`src/rtl/fifo_rd_pkg.sv`:
```
// Shared constants and types for the FIFO read-side stream controller.
package fifo_rd_pkg;

  localparam int BUF_DEPTH       = 2;
  localparam int DEF_DATA_WIDTH  = 8;
  localparam int DEF_CNT_WIDTH   = 16;

  typedef logic [1:0] occ_t;

endpackage

```
`src/rtl/fifo_rd_checker.sv`:
```
// Invariant checker for the read controller: buffered plus in-flight words never exceed the buffer depth.
module fifo_rd_checker
  import fifo_rd_pkg::*;
(
  input logic clk,
  input logic rst,
  input occ_t occ,
  input logic inflight
);

  // Each issued read must have a guaranteed buffer slot when it lands.
  a_no_overflow: assert property (@(posedge clk) disable iff (rst)
    (({1'b0, occ} + {2'b00, inflight}) <= 3'd2));

endmodule

```
`src/rtl/fifo_rd_skid_buf.sv`:
```
// Two-entry output buffer: captures FIFO read data at the tail, presents the head on the stream.
module fifo_rd_skid_buf
  import fifo_rd_pkg::*;
#(
  parameter int DATA_WIDTH = DEF_DATA_WIDTH
)
(
  input  logic                  clk,
  input  logic                  rst,
  input  logic                  wr_en,
  input  logic [DATA_WIDTH-1:0] wr_data,
  input  logic                  pop,
  output occ_t                  occ,
  output logic [DATA_WIDTH-1:0] head_data,
  output logic                  m_valid
);

  logic [DATA_WIDTH-1:0] mem_r [BUF_DEPTH];
  logic                  head_r;
  logic                  tail_r;
  occ_t                  occ_r;

  // Storage, pointers and occupancy; capture and pop together leave occupancy unchanged.
  always_ff @(posedge clk or posedge rst) begin
    if (rst) begin
      for (int i = 0; i < BUF_DEPTH; i++) begin
        mem_r[i] <= {DATA_WIDTH{1'b0}};
      end
      head_r <= 1'b0;
      tail_r <= 1'b0;
      occ_r  <= 2'd0;
    end else begin
      if (wr_en) begin
        mem_r[tail_r] <= wr_data;
        tail_r        <= ~tail_r;
      end
      if (pop) begin
        head_r <= ~head_r;
      end
      case ({wr_en, pop})
        2'b10:   occ_r <= occ_r + 2'd1;
        2'b01:   occ_r <= occ_r - 2'd1;
        default: occ_r <= occ_r;
      endcase
    end
  end

  assign occ       = occ_r;
  assign head_data = mem_r[head_r];
  assign m_valid   = (occ_r != 2'd0);

endmodule

```
`src/rtl/fifo_stream_reader.sv`:
```
// FIFO read-side controller: issues reads, hides the one-cycle read latency and streams words out.
module fifo_stream_reader
  import fifo_rd_pkg::*;
#(
  parameter int DATA_WIDTH = DEF_DATA_WIDTH,
  parameter int CNT_WIDTH  = DEF_CNT_WIDTH
)
(
  input  logic                  clk,
  input  logic                  rst,
  input  logic                  en,
  input  logic                  fifo_empty,
  output logic                  fifo_r_en,
  input  logic [DATA_WIDTH-1:0] fifo_rdata,
  output logic                  m_valid,
  input  logic                  m_ready,
  output logic [DATA_WIDTH-1:0] m_data,
  output logic [CNT_WIDTH-1:0]  rd_count,
  output logic                  idle
);

  logic                  pop_s;
  logic                  inflight_r;
  logic                  fifo_r_en_s;
  logic                  m_valid_s;
  logic [DATA_WIDTH-1:0] m_data_s;
  logic [CNT_WIDTH-1:0]  rd_count_r;
  occ_t                  occ_s;
  occ_t                  used_s;

  assign pop_s  = m_valid_s & m_ready;
  assign used_s = occ_s + {1'b0, inflight_r};

  // Read issue: a slot freed by this cycle's pop may be reused immediately.
  always_comb begin
    fifo_r_en_s = 1'b0;
    if (rst) begin
      fifo_r_en_s = 1'b0;
    end else if (en && !fifo_empty) begin
      fifo_r_en_s = ((used_s - {1'b0, pop_s}) < occ_t'(BUF_DEPTH));
    end else begin
      fifo_r_en_s = 1'b0;
    end
  end

  // In-flight flag tracks the FIFO's registered read latency; counter tallies stream transfers.
  always_ff @(posedge clk or posedge rst) begin
    if (rst) begin
      inflight_r <= 1'b0;
      rd_count_r <= {CNT_WIDTH{1'b0}};
    end else begin
      inflight_r <= fifo_r_en_s;
      if (pop_s) begin
        rd_count_r <= rd_count_r + {{(CNT_WIDTH-1){1'b0}}, 1'b1};
      end
    end
  end

  fifo_rd_skid_buf #(
    .DATA_WIDTH (DATA_WIDTH)
  ) u_buf (
    .clk       (clk),
    .rst       (rst),
    .wr_en     (inflight_r),
    .wr_data   (fifo_rdata),
    .pop       (pop_s),
    .occ       (occ_s),
    .head_data (m_data_s),
    .m_valid   (m_valid_s)
  );

  fifo_rd_checker u_chk (
    .clk      (clk),
    .rst      (rst),
    .occ      (occ_s),
    .inflight (inflight_r)
  );

  assign fifo_r_en = fifo_r_en_s;
  assign m_valid   = m_valid_s;
  assign m_data    = m_data_s;
  assign rd_count  = rd_count_r;
  assign idle      = (occ_s == 2'd0) & ~inflight_r;

endmodule

```
`config.mk`:
```
export PLATFORM = sky130hd
export DESIGN_NAME = fifo_stream_reader
export DESIGN_NICKNAME = d
export VERILOG_FILES = /design/src/rtl/fifo_rd_pkg.sv /design/src/rtl/fifo_rd_checker.sv /design/src/rtl/fifo_rd_skid_buf.sv /design/src/rtl/fifo_stream_reader.sv
export SDC_FILE = /design/constraint.sdc
export NUM_CORES = 1
export LEC_CHECK = 0
export CORE_MARGIN = 3
export CORE_UTILIZATION = 40
export DETAILED_ROUTE_END_ITERATION = 6
export PLACE_DENSITY = 0.76
export SLEW_MARGIN = 20
export SYNTH_ARGS = -nofsm -noshare
export SYNTH_HDL_FRONTEND = slang
export SYNTH_SLANG_ARGS = --single-unit
```
`constraint.sdc`:
```
create_clock -name clk -period 2.9 [get_ports clk]
set_input_delay 0.87 -clock clk [delete_from_list [all_inputs] [get_ports clk]]
set_output_delay 0.87 -clock clk [all_outputs]
set_load 0.03 [all_outputs]
```
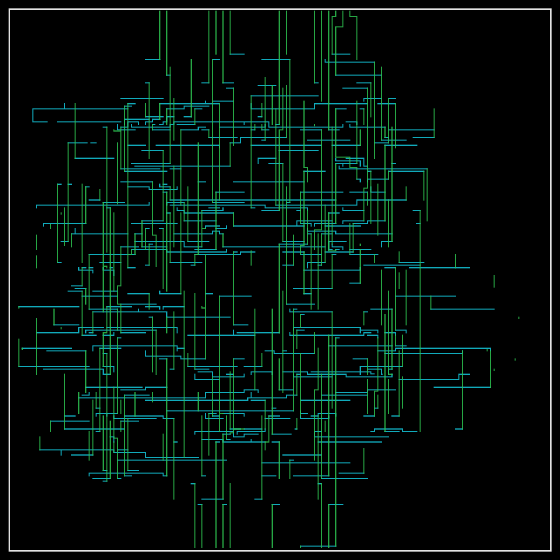
Figure 1: run 1, wiring by layer.
Only two layers are drawn.
green -> met2  # wire length 1690 µm
cyan -> met1  # wire length 1420 µm

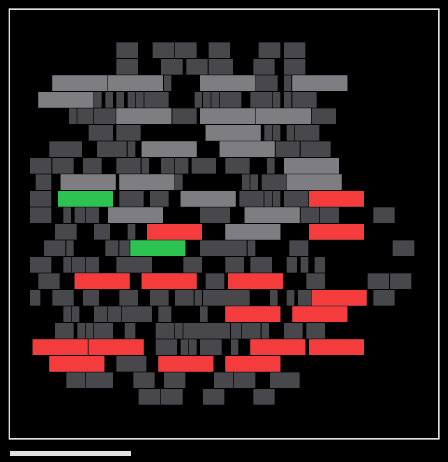
Figure 2: run 1, register map, names as in the netlist.
Bar = 20 µm.
red -> `rd_count`  # flops 16
green -> `u_buf.occ`  # flops 2
not coloured = 19

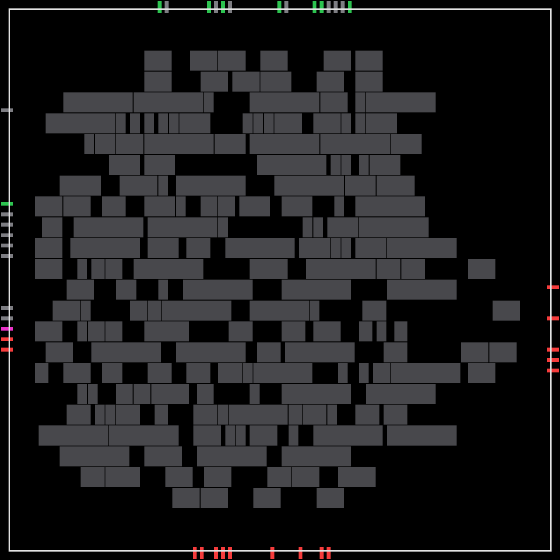
Figure 3: run 1, pin map.
Pins as bars across the die edge, other pins in grey.
magenta -> `m_valid`  # pins 1, direction output, edge west
red -> `rd_count`  # pins 16, direction output, edge 9 south, 5 east, 2 west
green -> `fifo_rdata`  # pins 8, direction input, edge 7 north, 1 west

==> qor.csv, run 1 <==
stage;metric;value;unit
routing;DRC Markers;0;
synth;yosys adder share;0.751;%
routing;Max Used Layer;met4;
routing;final wirelength;3.35;mm
global_routing;first-pass GRT wire length;5.58;mm
clock_network;clk slew on worst S/H paths;0.07;ns
synth;Yosys chip area;1670;µm²
outcome;status;finished, final reports clean;
setup_path;Worst R2R End;rd_count[6];
final_timing;Final WS setup;0.149;ns
global_routing;global routing's busiest layer;met2;
placed_design;post-DP HPWL;2.49;mm
routing;DRT iter0 DRCs;31;
cells_and_area;Non-clock buffers;42;
global_routing;met1 usage;16.1;%
cells_and_area;multi-input combinational area share;32.8;%
placed_design;Placed Cells;229;
synth;Area leader share;55.6;%
clock_network;root buf cell;clkbuf_8;
synth;Main logic family;simple AND/OR/NAND/NOR gates;
clock_network;Latency at later pin;0.29;ns
-- run 1: power breakdown --
part | internal, mW | switching [mW] | total (mW)
logic | 0.391 | 0.411 | 0.802
registers | 0.672 | 0.131 | 0.803
clock network | 0.188 | 0.174 | 0.363
-- run 1: what timing repair did --
| item | in CTS | in global routing |
|---|---|---|
| endpoints found under the hold margin | 0 | 0 |
| resized | 5 | 0 |
| gates cloned | 0 | 0 |
| hold buffers | 0 | 0 |
| pin swaps | 2 | 1 |
| buffers inserted | 0 | 0 |
| setup endpoints to repair | 1 | 1 |
-- run 1: worst max-delay path: cells and delay by family --
family,cells,cell delay [ns]
buffers and inverters,2,0.33
multiplexers,1,0.20
AND/OR/NAND/NOR,3,0.47
==> run 2, diff against run 1 <==
Settings changed: CORE_MARGIN 3 to default, TNS_END_PERCENT from default to 5.
==> run 2 against run 1 <==
Compared with the run above:
- die area decreased by 11%
- clock power increased by 18%
- clock skew increased by 0.0012 ns
- worst setup slack got worse by 0.041 ns
- largest cell class unchanged
- global-route usage increased by 4.6 points
- sequential cell count unchanged
- critical path depth unchanged
- core utilization increased by 0.93 points
- first-iteration DRC count increased by 74%
- maximum frequency decreased by 1.5%
==> qor.csv, run 2 <==
stage;metric;value;unit
global_routing;first-pass GRT wire length;6.04;mm
synth;Area leader share;55.6;%
clock_network;Latency at later pin;0.29;ns
clock_network;clk slew on worst S/H paths;0.07;ns
synth;Yosys chip area;1670;µm²
synth;Yosys warnings;0;
power_and_ir_drop;P_seq;0.806;mW
outcome;status;finished, final reports clean;
power_and_ir_drop;Max power group;sequential cells;
routing;final wirelength;3.58;mm
clock_network;PostCTS Resize Cnt;5;
power_and_ir_drop;combinational cell fraction of total power;39.4;%
power_and_ir_drop;Comb power;0.803;mW
setup_path;Crit path depth;6;
power_and_ir_drop;clock-net power;0.427;mW
clock_network;root buf cell;clkbuf_8;
routing;DRC Markers;0;
setup_path;Worst R2R End;u_buf.occ[1];
cells_and_area;Leading cell kind;flip-flops and latches;
cells_and_area;final core occ;58.7;%
power_and_ir_drop;sw frac;35.3;%
power_and_ir_drop;clock power share;21.0;%
setup_path;CP Launch Type;input port;
placed_design;Placed Cells;230;
power_and_ir_drop;internal power;1.32;mW
power_and_ir_drop;sequential share of power;39.6;%
global_routing;met1 usage;22.1;%
setup_path;Critical path buffers and inverters;2;
clock_network;# hold bufs at CTS;0;
routing;DRT iter0 DRCs;54;
placed_design;post-DP HPWL;2.31;mm
setup_path;CP delay by family, top;simple AND/OR/NAND/NOR gates;
final_timing;final setup vio count;0;
synth;Synth Seq Share;55.6;%
cells_and_area;nonclk inv count;2;
final_timing;Sum Neg Setup Slack;0;ns
cells_and_area;Non-clock buffers;57;
cells_and_area;multi-input combinational area share;31.1;%
setup_path;crit-path cells;buf_2 > nor2b_4 > mux2i_1 > nor2_1 > nor4b_2 > buf_4;
global_routing;global routing's busiest layer;met2;
final_timing;Final WS setup;0.108;ns
routing;Max Used Layer;met4;
-- run 2: cell counts after synthesis --
Identical to the previous run, type by type.
-- run 2: cell families after synthesis --
kind of cell / after synthesis / synth area share, %
muxes: 17 / 11.4
adders and majority gates: 1 / 0.751
and+or+nand+nor: 61 / 19.8
DFF: 37 / 55.6
buffers and inverters: 6 / 1.43
xor gates and xnor gates: 18 / 9.46
AOI/OAI and AO/OA: 3 / 1.58
-- run 2: how the worst min path moves through the flow --
stage          slack, ns         endpoint
2_1_floorplan       0.44  u_buf.mem_r[10]
3_3_place_gp        0.45  u_buf.mem_r[10]
3_5_place_dp        0.46  u_buf.mem_r[13]
4_1_cts             0.48  u_buf.mem_r[13]
5_1_grt             0.50     rd_count[15]
6_report            0.48  u_buf.mem_r[14]
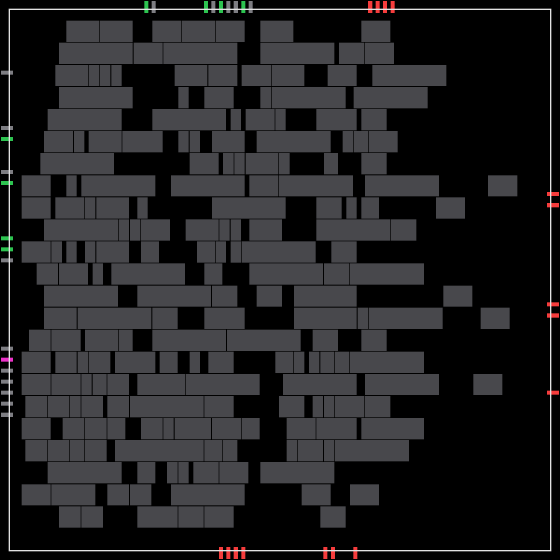
Figure 4: run 2, pin map.
Pins as bars across the die edge, other pins in grey.
red -> `rd_count`  # pins 16, direction output, edge 7 south, 5 east, 4 north
magenta -> `m_valid`  # pins 1, direction output, edge west
green -> `fifo_rdata`  # pins 8, direction input, edge 4 west, 4 north

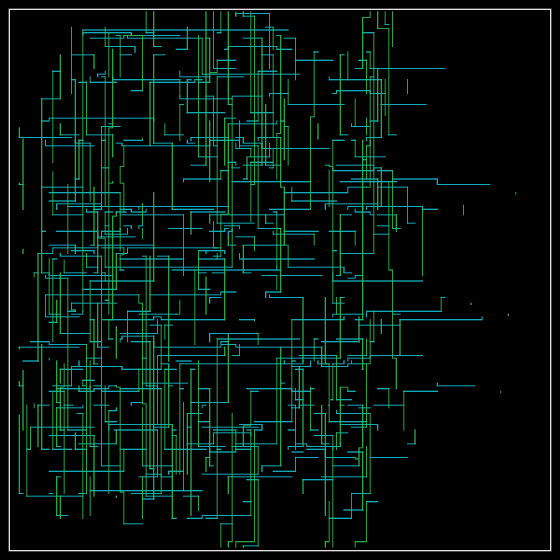
Figure 5: run 2, wiring by layer.
Only two layers are drawn.
cyan -> met1  # wire length 1410 µm
green -> met2  # wire length 1920 µm

Power figures rest on the tool's default switching activity, not on a simulated workload.
